File: src/rtl/fb_stream_pkg.sv
// Shared types and helpers for the frame-buffer stream reader:
// FSM state encoding, RGB565 field widths and frame sizing.
package fb_stream_pkg;

   typedef enum logic [1:0] {
      ST_IDLE,
      ST_WAIT_SYNC,
      ST_FETCH,
      ST_DONE
   } fb_state_t;

   localparam int unsigned RGB_R_W = 5;
   localparam int unsigned RGB_G_W = 6;
   localparam int unsigned RGB_B_W = 5;
   localparam int unsigned PIXEL_W = RGB_R_W + RGB_G_W + RGB_B_W;

   // Each 32-bit memory word carries two RGB565 pixels.
   function automatic int unsigned words_per_frame(input int unsigned h_pixels,
                                                   input int unsigned v_lines);
      return (h_pixels * v_lines) / 2;
   endfunction

endpackage

File: src/rtl/fb_sync_fifo.sv
// Single-clock FIFO with fall-through read data and a synchronous flush.
// DEPTH must be a power of two; writes when full and reads when empty are ignored.
module fb_sync_fifo #(
   parameter int unsigned WIDTH = 32,
   parameter int unsigned DEPTH = 16
) (
   input  logic                     i_Clock,
   input  logic                     i_Reset,
   input  logic                     i_Flush,
   input  logic                     i_Wr_En,
   input  logic [WIDTH-1:0]         i_Wr_Data,
   input  logic                     i_Rd_En,
   output logic [WIDTH-1:0]         o_Rd_Data,
   output logic                     o_Empty,
   output logic [$clog2(DEPTH):0]   o_Count
);

   localparam int unsigned AW = $clog2(DEPTH);

   logic [WIDTH-1:0] mem [DEPTH];
   logic [AW-1:0]    wr_ptr;
   logic [AW-1:0]    rd_ptr;
   logic [AW:0]      count;
   logic             full;
   logic             wr_fire;
   logic             rd_fire;

   assign full      = count[AW];
   assign o_Empty   = (count == '0);
   assign o_Count   = count;
   assign o_Rd_Data = mem[rd_ptr];
   assign wr_fire   = i_Wr_En && !full && !i_Flush;
   assign rd_fire   = i_Rd_En && !o_Empty && !i_Flush;

   // Pointer and occupancy bookkeeping; flush empties the FIFO in one cycle.
   always_ff @(posedge i_Clock or posedge i_Reset) begin
      if (i_Reset) begin
         wr_ptr <= '0;
         rd_ptr <= '0;
         count  <= '0;
      end else if (i_Flush) begin
         wr_ptr <= '0;
         rd_ptr <= '0;
         count  <= '0;
      end else begin
         if (wr_fire) wr_ptr <= wr_ptr + 1'b1;
         if (rd_fire) rd_ptr <= rd_ptr + 1'b1;
         case ({wr_fire, rd_fire})
            2'b10:   count <= count + 1'b1;
            2'b01:   count <= count - 1'b1;
            default: ;
         endcase
      end
   end

   // Storage array, written only on an accepted write.
   always_ff @(posedge i_Clock) begin
      if (wr_fire) mem[wr_ptr] <= i_Wr_Data;
   end

endmodule

File: src/rtl/fb_stream_reader.sv
// Frame-buffer stream reader: fetches a frame of 32-bit words from memory
// after each frame-sync edge and streams them out as RGB565 pixels.
// Optional feature macro FB_STREAM_READER_SWAP_EN adds a double-buffer base
// address swap (i_Swap_Addr/i_Swap_Valid), applied at the next fsync edge.
module fb_stream_reader
   import fb_stream_pkg::*;
#(
   parameter logic [31:0] FB_BASE_ADDR = 32'h8000_0000,
   parameter int unsigned H_PIXELS     = 640,
   parameter int unsigned V_LINES      = 480,
   parameter int unsigned FIFO_DEPTH   = 16
) (
   input  logic               i_Clock,
   input  logic               i_Reset,
   input  logic               i_Enable,
   input  logic               i_Fsync,
   output logic               o_Mem_Req_Valid,
   output logic [31:0]        o_Mem_Req_Addr,
   input  logic               i_Mem_Req_Ready,
   input  logic               i_Mem_Rsp_Valid,
   input  logic [31:0]        i_Mem_Rsp_Data,
   output logic [PIXEL_W-1:0] m_axis_tdata,
   output logic               m_axis_tvalid,
   input  logic               m_axis_tready,
   output logic               m_axis_tlast
`ifdef FB_STREAM_READER_SWAP_EN
   ,
   input  logic [31:0]        i_Swap_Addr,
   input  logic               i_Swap_Valid
`endif
);

   localparam int unsigned WORDS = words_per_frame(H_PIXELS, V_LINES);
   localparam int unsigned CW    = $clog2(FIFO_DEPTH) + 1;
   localparam int unsigned PW    = $clog2(H_PIXELS);
   localparam int unsigned LW    = $clog2(V_LINES + 1);

   localparam logic [CW:0]   DEPTH_V  = FIFO_DEPTH[CW:0];
   localparam logic [31:0]   LAST_REQ = 32'(WORDS - 1);
   localparam logic [PW-1:0] H_LAST   = PW'(H_PIXELS - 1);
   localparam logic [LW-1:0] V_END    = LW'(V_LINES);

   fb_state_t            state, state_nxt;
   logic                 fsync_q;
   logic                 fsync_edge;
   logic                 restart;
   logic                 abort;
   logic                 accept;
   logic [31:0]          req_cnt;
   logic [31:0]          base_sel;
   logic [CW-1:0]        outstanding;
   logic [CW-1:0]        discard;
   logic [CW-1:0]        out_nxt;
   logic [CW:0]          in_flight;
   logic                 rsp_keep;
   logic                 fifo_rd;
   logic                 fifo_empty;
   logic [31:0]          fifo_data;
   logic [CW-1:0]        fifo_count;
   logic                 load_slot;
   logic                 hi_pending;
   logic [PIXEL_W-1:0]   hi_word;
   logic [PW-1:0]        pix_cnt;
   logic [LW-1:0]        line_cnt;

   assign fsync_edge = i_Fsync && !fsync_q;
   assign restart    = i_Enable && fsync_edge && (state != ST_IDLE);
   // Any restart or disable throws away everything in flight for the frame.
   assign abort      = !i_Enable || restart;
   assign accept     = o_Mem_Req_Valid && i_Mem_Req_Ready;
   assign out_nxt    = outstanding + CW'(accept) - CW'(i_Mem_Rsp_Valid);
   assign in_flight  = {1'b0, outstanding} + {1'b0, fifo_count};
   assign rsp_keep   = i_Mem_Rsp_Valid && (discard == '0) && !abort;
   assign load_slot  = !m_axis_tvalid || m_axis_tready;
   assign fifo_rd    = load_slot && !hi_pending && !fifo_empty && !abort &&
                       (line_cnt != V_END);

`ifdef FB_STREAM_READER_SWAP_EN
   logic [31:0] pending_base;

   // Latch the most recent swap request; it takes effect at the next restart.
   always_ff @(posedge i_Clock or posedge i_Reset) begin
      if (i_Reset)           pending_base <= FB_BASE_ADDR;
      else if (i_Swap_Valid) pending_base <= i_Swap_Addr;
   end

   assign base_sel = pending_base;
`else
   assign base_sel = FB_BASE_ADDR;
`endif

   // Registered fsync copy for rising-edge detection.
   always_ff @(posedge i_Clock or posedge i_Reset) begin
      if (i_Reset) fsync_q <= 1'b0;
      else         fsync_q <= i_Fsync;
   end

   // FSM state register.
   always_ff @(posedge i_Clock or posedge i_Reset) begin
      if (i_Reset) state <= ST_IDLE;
      else         state <= state_nxt;
   end

   // Next-state and request-valid decode; requests are credit-limited by FIFO space.
   always_comb begin
      state_nxt       = state;
      o_Mem_Req_Valid = 1'b0;
      if (!i_Enable) begin
         state_nxt = ST_IDLE;
      end else if (restart) begin
         state_nxt = ST_FETCH;
      end else begin
         case (state)
            ST_IDLE:  state_nxt = ST_WAIT_SYNC;
            ST_FETCH: begin
               o_Mem_Req_Valid = (in_flight < DEPTH_V);
               if (o_Mem_Req_Valid && i_Mem_Req_Ready && (req_cnt == LAST_REQ))
                  state_nxt = ST_DONE;
            end
            default:  ;
         endcase
      end
   end

   // Request address and accepted-request count for the current frame.
   always_ff @(posedge i_Clock or posedge i_Reset) begin
      if (i_Reset) begin
         o_Mem_Req_Addr <= FB_BASE_ADDR;
         req_cnt        <= '0;
      end else if (restart) begin
         o_Mem_Req_Addr <= base_sel;
         req_cnt        <= '0;
      end else if (accept) begin
         o_Mem_Req_Addr <= o_Mem_Req_Addr + 32'd4;
         req_cnt        <= req_cnt + 32'd1;
      end
   end

   // Outstanding-request tracking; on abort every still-pending response is marked stale.
   always_ff @(posedge i_Clock or posedge i_Reset) begin
      if (i_Reset) begin
         outstanding <= '0;
         discard     <= '0;
      end else begin
         outstanding <= out_nxt;
         if (abort)
            discard <= out_nxt;
         else if (i_Mem_Rsp_Valid && (discard != '0))
            discard <= discard - 1'b1;
      end
   end

   fb_sync_fifo #(
      .WIDTH (32),
      .DEPTH (FIFO_DEPTH)
   ) u_fifo (
      .i_Clock   (i_Clock),
      .i_Reset   (i_Reset),
      .i_Flush   (abort),
      .i_Wr_En   (rsp_keep),
      .i_Wr_Data (i_Mem_Rsp_Data),
      .i_Rd_En   (fifo_rd),
      .o_Rd_Data (fifo_data),
      .o_Empty   (fifo_empty),
      .o_Count   (fifo_count)
   );

   // Output stage: split each word low half first, tag end of line as pixels are loaded.
   always_ff @(posedge i_Clock or posedge i_Reset) begin
      if (i_Reset) begin
         m_axis_tvalid <= 1'b0;
         m_axis_tdata  <= '0;
         m_axis_tlast  <= 1'b0;
         hi_pending    <= 1'b0;
         hi_word       <= '0;
         pix_cnt       <= '0;
         line_cnt      <= '0;
      end else if (abort) begin
         m_axis_tvalid <= 1'b0;
         m_axis_tlast  <= 1'b0;
         hi_pending    <= 1'b0;
         pix_cnt       <= '0;
         line_cnt      <= '0;
      end else if (load_slot) begin
         if (hi_pending || fifo_rd) begin
            m_axis_tvalid <= 1'b1;
            m_axis_tdata  <= hi_pending ? hi_word : fifo_data[PIXEL_W-1:0];
            if (!hi_pending) hi_word <= fifo_data[31:PIXEL_W];
            hi_pending    <= !hi_pending;
            m_axis_tlast  <= (pix_cnt == H_LAST);
            if (pix_cnt == H_LAST) begin
               pix_cnt  <= '0;
               line_cnt <= line_cnt + 1'b1;
            end else begin
               pix_cnt  <= pix_cnt + 1'b1;
            end
         end else begin
            m_axis_tvalid <= 1'b0;
         end
      end
   end

endmodule
File: config.mk
export PLATFORM = sky130hd
export DESIGN_NAME = fb_stream_reader
export DESIGN_NICKNAME = d
export VERILOG_FILES = /design/src/rtl/fb_stream_pkg.sv /design/src/rtl/fb_sync_fifo.sv /design/src/rtl/fb_stream_reader.sv
export SDC_FILE = /design/constraint.sdc
export NUM_CORES = 1
export LEC_CHECK = 0
export CORE_MARGIN = 2
export CORE_UTILIZATION = 35
export DETAILED_ROUTE_END_ITERATION = 10
export HOLD_SLACK_MARGIN = 0.12
export SLEW_MARGIN = 20
export SYNTH_ARGS = -nofsm -noshare
export SYNTH_HDL_FRONTEND = slang
export SYNTH_SLANG_ARGS = --single-unit
File: constraint.sdc
create_clock -name i_Clock -period 6.2 [get_ports i_Clock]
set_input_delay 1.24 -clock i_Clock [delete_from_list [all_inputs] [get_ports i_Clock]]
set_output_delay 1.24 -clock i_Clock [all_outputs]
set_load 0.02 [all_outputs]
**Run 1: signal wires on met1**

The bar under the picture is 100 µm long. Cells faint in the background.
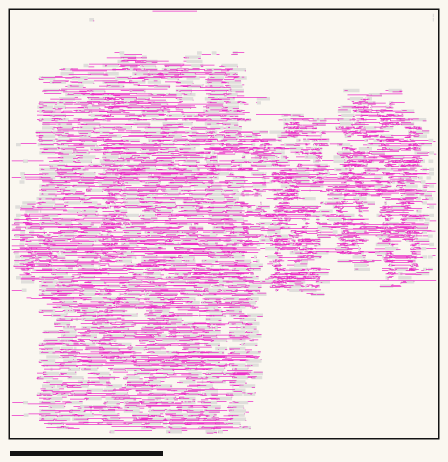
1,644 nets have wire on it. The layer carries 27.4 mm of wire. The wires run mostly horizontal. The longest straight run is 101 µm.

**Run 1: the metal 2 layer**

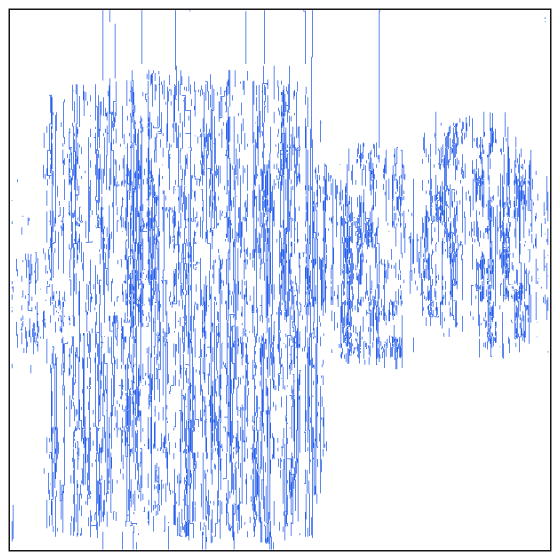
The layer carries 29.5 mm of wire. The wires run mostly vertical.

**Run 1: M3 wires**

The bar under the picture is 100 µm long.
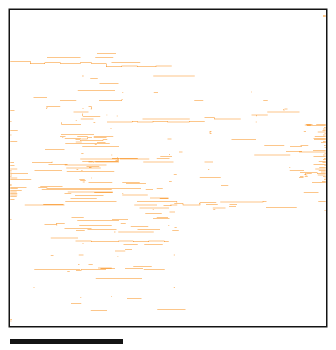
The layer holds 5.4% of the routed length. The layer carries 3,290 µm of wire. The wires run mostly horizontal.

==> Changelog: implementation, run 1 <==
### Implementation results

* Met1 usage at 0.222
* CTS tree: yes
* Die H at approximately 280 µm
* WL per Instance at ~23 µm
* Worst setup endpoint: o_Mem_Req_Valid
* Most Crowded Layer GR: met2
* Netlist cell types at roughly 65
* Syn avg cell area at roughly 17 µm²
* Reg-to-reg slack, setup at 2.74 ns
* N_taps at 978
* Routed vias/inst at approximately 5.4
* Initial detailed-routing violation count at 1,433
* Synth Flop Type: edfxtp_1
* Placement Cell Area at approximately 29,000 µm²
* Highest-count logic cell in the final layout: edfxtp_1
* Number of antenna violations at the first check in global routing at 1
* H-tree depth at 3
* Hold path depth at 2
* Met2 global-route usage at 0.251
* Comb pwr share at 0.190
* Flip-flops at about 650
* CP Buf/Inv Count at 2
* Data required time at the worst endpoint at between 4 and 5 ns
* Clock root cell: clkbuf_16
* Global-route wire length before repair at 92,500 µm
* Crit path from: i_Enable
* Fmax at 241 MHz
* Sw Share at 0.280
* Post-Synth Adder-Cell Area at 0.0128
* Status: finished clean
* Total congestion overflow at 0
* Clk pwr share at 0.365
* Yosys top cell by area: edfxtp_1
* Port bufs at 87
* CP peak stage delay at between 0.6 and 0.7 ns
* Power Clock at 4.19 mW
* GPL Wtd Cong at 0.782
* Setup tns final at 0 ns
* Post-synth EDFFs at 512
* Log Warnings at 31
* Vias after detailed routing at 14,700
* Largest register by flop count: u_fifo.mem
* Largest type area fraction at 0.578
* Met3 wire length at 3290 µm
* Top Metal Used: met4
* Multiplexer share at 0.111
* CTS Sinks at 654
* Worst clock skew at roughly 0.055 ns
**Run 1: the clock network**

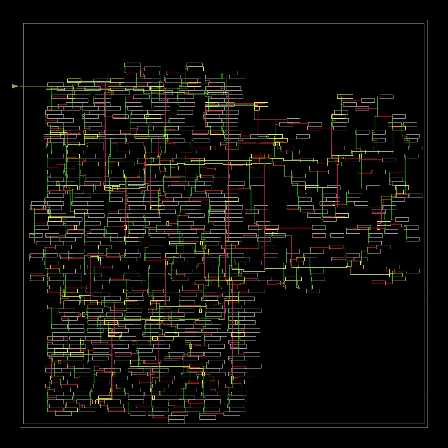

## Run 2: what changed since run 1
==> constraint.sdc (replaced) <==
create_clock -name i_Clock -period 4.2 [get_ports i_Clock]
set_input_delay 0.84 -clock i_Clock [delete_from_list [all_inputs] [get_ports i_Clock]]
set_output_delay 0.84 -clock i_Clock [all_outputs]
set_load 0.02 [all_outputs]
**Run 2: the clock network**

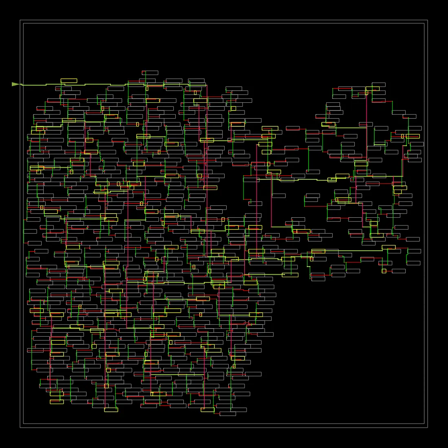
Latency at later pin: 0.61 ns
worst clock skew: 0.0340 ns
Power Clock: 6.27 mW
CTS Sinks: 654
flip-flops: 654

**Run 2: the metal 2 layer**

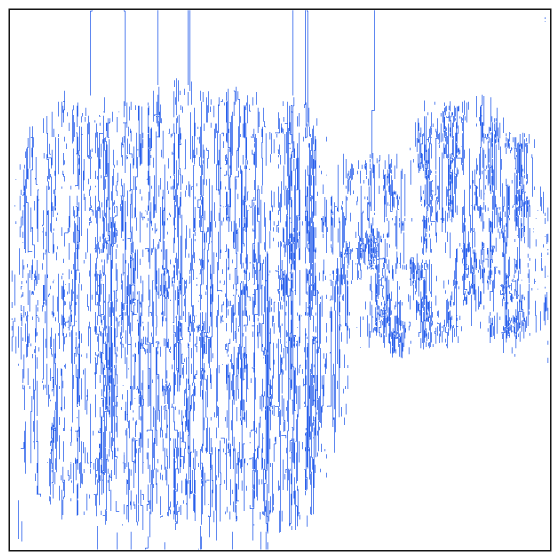
The layer carries 28.6 mm of wire. The layer holds 48% of the routed length. The wires run mostly vertical.
met2 global-route usage: 0.250
vias after detailed routing: 14,700

==> run 2 against run 1 <==
Against the previous run:
- total power up 48%
- design area up 0.44%
- synthesized area unchanged
- global-route usage down 0.49 points
- clock skew down 0.021 ns
- register-to-register slack worse by 1.8 ns
- clock power up about 50%
- first-iteration DRC count down 6.3%
- critical path depth unchanged
- sequential power up 47%
- synthesized cell count unchanged
- core utilization up 0.18 points
- largest power group unchanged
- highest routed layer is now met5
==> Changelog: implementation, run 2 <==
### Implementation results

* CP peak stage delay at just over 0.6 ns
* Post-Synth Adder-Cell Area at 0.0128
* Clk pwr share at 0.369
* CP Buf/Inv Count at 1
* CTS tree: yes
* Global-route wire length before repair at ~90,000 µm
* Post-synth EDFFs at 512
* Hold path depth at 2
* Yosys top cell by area: edfxtp_1
* Number of antenna violations at the first check in global routing at 2
* Log Warnings at 31
* Highest-count logic cell in the final layout: edfxtp_1
* Most Crowded Layer GR: met2
* Fmax at 280 MHz
* N_taps at just under 1,000
* Met3 wire length at ~3400 µm
* Syn avg cell area at 16.8 µm²
* Status: finished clean
* Largest register by flop count: u_fifo.mem
* Synth Flop Type: edfxtp_1
* Data required time at the worst endpoint at 3.36 ns
* Sw Share at 0.273
* WL per Instance at 21.6 µm
* Setup tns final at 0 ns
* Reg-to-reg slack, setup at between 0.9 and 1 ns
* Port bufs at slightly below 90
* Crit path from: u_fifo.o_Count[4]
**Run 2: signal wires on met1**

The bar under the picture is 100 µm long. Cells faint in the background.
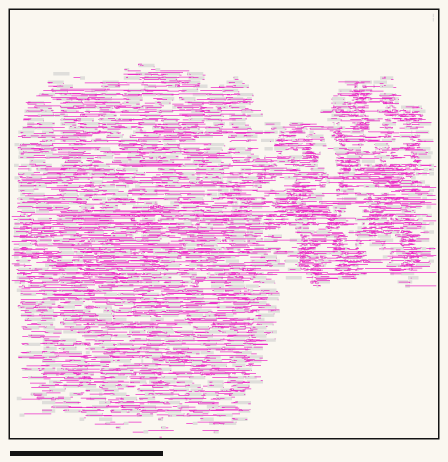
routed wire length: 58,900 µm
met1 usage: 0.207

Power and IR drop assume default switching activity.
